Figure 1. Cell placement.
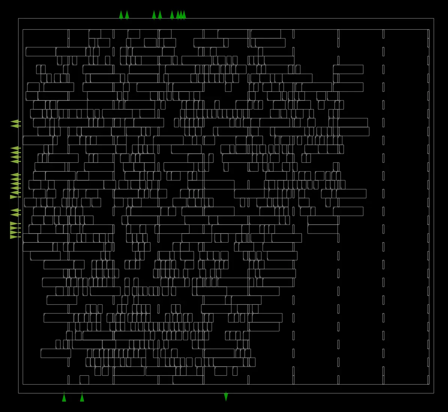
Figure 2. Sequential cells coloured by netlist name.
Drawn at 2 px/um. Other sequential cells in the stronger grey, the rest of the logic in the fainter grey.
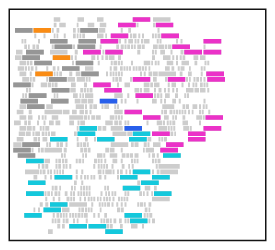
Figure 3. Clock distribution.
Drawn at 2 px/um.
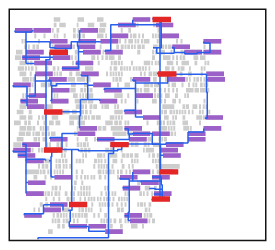
Figure 4. Nets reached from selected ports.
Drawn at 4 px/um.
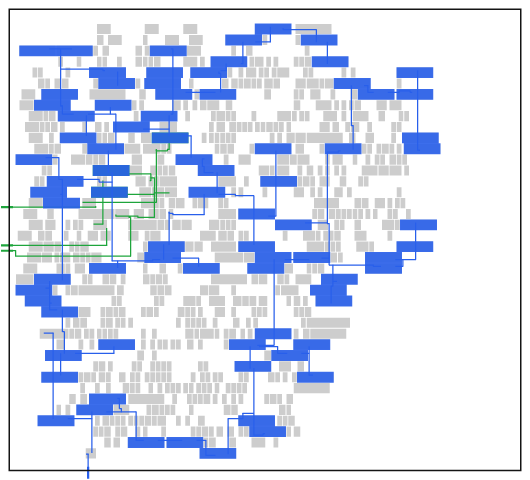
===== src/rtl/piano_display_pkg.sv =====
// Shared definitions for the piano note display path.
// Latency: n/a (constants and types only).
// Backpressure: n/a.
package piano_display_pkg;

    // Note codes as produced by the keyboard/note-mapping logic
    localparam logic [2:0] NOTE_BLANK = 3'd0;
    localparam logic [2:0] NOTE_DO    = 3'd1;
    localparam logic [2:0] NOTE_RE    = 3'd2;
    localparam logic [2:0] NOTE_MI    = 3'd3;
    localparam logic [2:0] NOTE_FA    = 3'd4;
    localparam logic [2:0] NOTE_SOL   = 3'd5;
    localparam logic [2:0] NOTE_LA    = 3'd6;
    localparam logic [2:0] NOTE_TI    = 3'd7;

    // Number of history slots shown on the display
    localparam int HISTORY_DEPTH = 6;

    // Scroller state encoding
    typedef enum logic [1:0] {
        ST_EMPTY      = 2'd0,
        ST_HOLD       = 2'd1,
        ST_SCROLL_OUT = 2'd2
    } scroll_state_t;

endpackage


===== src/rtl/note_event_detector.sv =====
// Turns a held key into a single-cycle note event (new press or note change).
// Latency: combinational event against last cycle's registered key state.
// Backpressure: none; clear suppresses the event and marks a held key as consumed.
module note_event_detector
    import piano_display_pkg::*;
(
    input  logic       clk,
    input  logic       rst_n,
    input  logic [2:0] i_note_id,
    input  logic       i_note_vld,
    input  logic       i_clear,
    output logic       o_event,
    output logic [2:0] o_event_note
);

    logic       w_active;
    logic       r_prev_active;
    logic [2:0] r_prev_id;

    assign w_active = i_note_vld && (i_note_id != NOTE_BLANK);

    // Track last cycle's key; during clear the current key is still recorded so a
    // key held across the clear does not produce an event until re-pressed.
    always_ff @(posedge clk or negedge rst_n) begin
        if (!rst_n) begin
            r_prev_active <= 1'b0;
            r_prev_id     <= NOTE_BLANK;
        end else begin
            r_prev_active <= w_active;
            r_prev_id     <= i_note_id;
        end
    end

    assign o_event      = w_active && !i_clear &&
                          (!r_prev_active || (i_note_id != r_prev_id));
    assign o_event_note = i_note_id;

endmodule


===== src/rtl/note_history_scroller.sv =====
// Keeps the last six note presses for the display and scrolls them out after idling.
// Latency: one cycle from a sampled note event or step tick to the outputs.
// Backpressure: none; clear beats a note event, which beats a step tick/idle timeout.
module note_history_scroller
    import piano_display_pkg::*;
#(
    parameter int unsigned IDLE_CYCLES = 150_000_000,
    parameter int unsigned STEP_CYCLES = 25_000_000
)
(
    input  logic       clk,
    input  logic       rst_n,
    input  logic [2:0] note_id_in,
    input  logic       note_valid_in,
    input  logic       clear_in,
    output logic [2:0] scrolled_note_seg1_out,
    output logic [2:0] scrolled_note_seg2_out,
    output logic [2:0] scrolled_note_seg3_out,
    output logic [2:0] scrolled_note_seg4_out,
    output logic [2:0] scrolled_note_seg5_out,
    output logic [2:0] scrolled_note_seg6_out,
    output logic [2:0] note_count_out,
    output logic       scrolling_out
);

    localparam int IDLE_W = $clog2(IDLE_CYCLES);
    localparam int STEP_W = $clog2(STEP_CYCLES);
    localparam logic [IDLE_W-1:0] IDLE_LAST = IDLE_W'(IDLE_CYCLES - 1);
    localparam logic [STEP_W-1:0] STEP_LAST = STEP_W'(STEP_CYCLES - 1);

    // Slot 0 is the newest note (seg1), slot HISTORY_DEPTH-1 the oldest (seg6)
    logic [HISTORY_DEPTH-1:0][2:0] r_slots;
    logic [2:0]                    r_count;
    logic [IDLE_W-1:0]             r_idle_cnt;
    logic [STEP_W-1:0]             r_step_cnt;
    scroll_state_t                 r_state;
    logic                          r_scrolling;

    logic       w_event;
    logic [2:0] w_event_note;
    logic       w_oldest_nz;
    logic [2:0] w_push_count;
    logic [2:0] w_shift_count;

    note_event_detector u_detector (
        .clk          (clk),
        .rst_n        (rst_n),
        .i_note_id    (note_id_in),
        .i_note_vld   (note_valid_in),
        .i_clear      (clear_in),
        .o_event      (w_event),
        .o_event_note (w_event_note)
    );

    // Slots need not be contiguous, so the count only drops when a real note falls off seg6
    assign w_oldest_nz   = (r_slots[HISTORY_DEPTH-1] != NOTE_BLANK);
    assign w_push_count  = r_count + 3'd1 - {2'b00, w_oldest_nz};
    assign w_shift_count = r_count - {2'b00, w_oldest_nz};

    // History FSM: push on events, idle timeout into scroll-out, blank shifts on step ticks
    always_ff @(posedge clk or negedge rst_n) begin
        if (!rst_n) begin
            r_slots     <= '0;
            r_count     <= '0;
            r_idle_cnt  <= '0;
            r_step_cnt  <= '0;
            r_state     <= ST_EMPTY;
            r_scrolling <= 1'b0;
        end else if (clear_in) begin
            r_slots     <= '0;
            r_count     <= '0;
            r_idle_cnt  <= '0;
            r_step_cnt  <= '0;
            r_state     <= ST_EMPTY;
            r_scrolling <= 1'b0;
        end else if (w_event) begin
            // A coincident step tick is dropped: the push restarts the idle period
            r_slots     <= {r_slots[HISTORY_DEPTH-2:0], w_event_note};
            r_count     <= w_push_count;
            r_idle_cnt  <= '0;
            r_step_cnt  <= '0;
            r_state     <= ST_HOLD;
            r_scrolling <= 1'b0;
        end else begin
            case (r_state)
                ST_HOLD: begin
                    if (r_idle_cnt == IDLE_LAST) begin
                        r_idle_cnt  <= '0;
                        r_step_cnt  <= '0;
                        r_state     <= ST_SCROLL_OUT;
                        r_scrolling <= 1'b1;
                    end else begin
                        r_idle_cnt <= r_idle_cnt + IDLE_W'(1);
                    end
                end
                ST_SCROLL_OUT: begin
                    if (r_step_cnt == STEP_LAST) begin
                        r_step_cnt <= '0;
                        r_slots    <= {r_slots[HISTORY_DEPTH-2:0], NOTE_BLANK};
                        r_count    <= w_shift_count;
                        if (w_shift_count == 3'd0) begin
                            r_state     <= ST_EMPTY;
                            r_scrolling <= 1'b0;
                        end
                    end else begin
                        r_step_cnt <= r_step_cnt + STEP_W'(1);
                    end
                end
                default: begin
                    r_idle_cnt <= '0;
                    r_step_cnt <= '0;
                end
            endcase
        end
    end

    assign scrolled_note_seg1_out = r_slots[0];
    assign scrolled_note_seg2_out = r_slots[1];
    assign scrolled_note_seg3_out = r_slots[2];
    assign scrolled_note_seg4_out = r_slots[3];
    assign scrolled_note_seg5_out = r_slots[4];
    assign scrolled_note_seg6_out = r_slots[5];
    assign note_count_out         = r_count;
    assign scrolling_out          = r_scrolling;

endmodule

===== config.mk =====
export PLATFORM = sky130hd
export DESIGN_NAME = note_history_scroller
export DESIGN_NICKNAME = d
export VERILOG_FILES = /design/src/rtl/piano_display_pkg.sv /design/src/rtl/note_event_detector.sv /design/src/rtl/note_history_scroller.sv
export SDC_FILE = /design/constraint.sdc
export NUM_CORES = 1
export LEC_CHECK = 0
export ABC_AREA = 1
export CAP_MARGIN = 0
export CORE_ASPECT_RATIO = 0.9
export CORE_UTILIZATION = 33
export DETAILED_ROUTE_END_ITERATION = 8
export PLACE_DENSITY = 0.59
export SYNTH_ARGS = -nofsm -noshare
export SYNTH_HDL_FRONTEND = slang
export SYNTH_HIERARCHICAL = 1
export SYNTH_SLANG_ARGS = --single-unit
export TNS_END_PERCENT = 20

===== constraint.sdc =====
create_clock -name clk -period 2.4 [get_ports clk]
set_input_delay 0.48 -clock clk [delete_from_list [all_inputs] [get_ports clk]]
set_output_delay 0.48 -clock clk [all_outputs]
set_load 0.02 [all_outputs]

==> impl_metrics.toml <==
# synthesis and place-and-route metrics
[grt]
use_met2_pct = 25.8
gr-usage-all-layers_pct = 16.3
grt_pass1_vias = 4075
busiest_layer = "met2"
antenna_found_initial = 0
grt_max_degree = 49

[critical_path]
required_ns = 2.69
slowest_stage = "clkdlybuf4s50_1"
critPathArrivalTime_ns = 2.53
critPathLaunch = "note_id_in[1]"
crit_chain = "clkdlybuf4s50_1 > inv_1 > nand3_1 > nand3b_1 > nor2_2 > buf_4 > nor2_8 > buf_4 > inv_1 > nor2_2 > a21oi_2 > buf_4 > buf_4 > nand3_1 > nand2_1"
critPathLaunchType = "input port"
worstReg2RegStart = "scrolled_note_seg6_out[1]"
crit_path_end = "scrolled_note_seg4_out[2]"
critPathTopFamily = "buffers and inverters"
worstSetupEndpointType = "flop"

[final_timing]
slew_headroom_pct = 69.3
min_period_ns = 2.25
slew_violations = 0
final_hold_viol_count = 0

[power]
switchingPower_w = 0.00105
power_frac_comb_pct = 18.3
internal_power_w = 0.00246

[floorplan]
die_area_um2 = 14600
fp.dieH_um = 115
initial_core_util_pct = 34.5

[placed_design]
place_hpwl_um = 8130
gp_congestion = 0.842
dpl.cell_count = 882

[logic_synthesis]
xor_share_pct = 2.62
synth_stat.cells = 651
yosys_area_um2 = 4680
yosys.area.top_type_share_pct = 42.8
top_logic_kind = "simple AND/OR/NAND/NOR gates"
fa_ha_area_share_pct = 2.14
synthAoiAreaFrac_pct = 5.43
ys_sh_simple_pct = 37.7
yosys_warnings = 6
ys_sh_mux_pct = 0
yosysTopAreaCell = "dfrtp_1"
synth_nets = 666

[run]
drv_cap = 0
openroad.warnings = 28

[layout]
drive_gt1_share_pct = 11.4
multi_input_comb_cells = 471
largest_register_ffs = 28
largestRegisters = "r_idle_cnt: 28 flops, r_step_cnt: 25 flops"
logic_area_um2 = 2250
flop-count = 80
syn2layout_area_growth_pct = 21.2
flop_area_um2 = 2000
buffers_excl_clock = 61
comb_share_pct = 39.8

[clock_tree]
htreeDepth = 3
cts_tree = "built"
cts_hold_buf = 0
cts.clk_slew.worst_paths_ns = 0.06

[drt]
wl_met2_um = 4890
met3WireLength_um = 384
vias = 4227
met1_length_um = 5390
drc = 0
top_layer = "met4"
first_pass_iters = 4

[min_path]
min_path_type = "in -> async"

[status]
status = "completed"
Back to the opening pictures, Figure 1:
Site Rows: 40
Finished Layout Cells: 899
Tapcell Cnt: 189

Back to the opening pictures, Figure 2:
Key: r_idle_cnt = magenta [sequential cells 28]; r_state = blue [sequential cells 2]; scrolled_note_seg4_out = orange [sequential cells 3]; r_step_cnt = cyan [sequential cells 25]
sequential cell area share: 35.3%
seq pwr: 0.00145 W
Finished Core Util: 41.8%

Back to the opening pictures, Figure 3:
Key: flip-flops = purple [count 80]; clock-net drivers = red [count 9]; clock wires = blue [length 1,130 um]
Position of the flops: spread over the die. There are 10 routed clock nets.
Latency at later pin: 0.35 ns
clock share of power: 40.5%

Back to the opening pictures, Figure 4:
Key: rst_n = blue [bits 1, direction input, end cells 80, buffers 2, wire 657 um]; note_count_out = green [bits 3, direction output, end cells 3, buffers 3, wire 191 um]
# IOs: 29
PortBufs: 28

-- stage by stage --
| stage | TNS (ns) | power [W] | worst slack, ns | cell area, um^2 | utilization (%) |
|---|---|---|---|---|---|
| 2_1_floorplan | 0 | 0.00185 | 0.521 | 4680 | - |
| 3_3_place_gp | -4.97 | 0.00209 | -0.169 | 5330 | 39.3 |
| 3_5_place_dp | -10.19 | 0.00210 | -0.236 | 5330 | 39.3 |
| 4_1_cts | 0 | 0.00353 | 0.127 | 5630 | 41.5 |
| 5_1_grt | -0.00230 | 0.00368 | -0.00230 | 5670 | 41.8 |
| 6_report | 0 | 0.00351 | 0.154 | 5670 | 41.8 |
-- power groups by stage --
stage	clock network [W]	registers, W	logic, W
6_report	0.00142	0.00145	0.000642
5_1_grt	0.00151	0.00145	0.000711
4_1_cts	0.00145	0.00145	0.000636
3_5_place_dp	0	0.00147	0.000633
3_3_place_gp	0	0.00147	0.000623
2_1_floorplan	0	0.00150	0.000344
-- what timing repair did --
action                     in CTS  in global routing
gates resized                   0                  8
buffers inserted                0                  1
setup endpoints to repair       0                 36
-- cells in the mapped netlist --
library cell and instances:
clkbuf_1 1, or2_1 1, nand2_1 187, ha_1 8
xor2_1 9, buf_4 9, nand2_4 1, o22ai_1 1
inv_2 9, nand3_1 67, nand3b_1 1, buf_2 5
a22o_1 1, nor2_2 5, nand4_1 10, clkinv_1 1
o21bai_1 1, a21oi_1 23, inv_1 72, nor2_8 1
buf_6 1, xnor2_1 5, o21ai_1 5, nand3_4 2
nor2_1 99, a21oi_2 1, a22oi_1 1, buf_8 1
o21ai_0 15, nor2_4 3, nor4_1 3, nand2_2 4
nor3_2 1, and2_1 2, nor3_1 12, buf_1 1
dfrtp_1 80, nand3_2 2
Power is estimated from default activity; no workload was simulated.
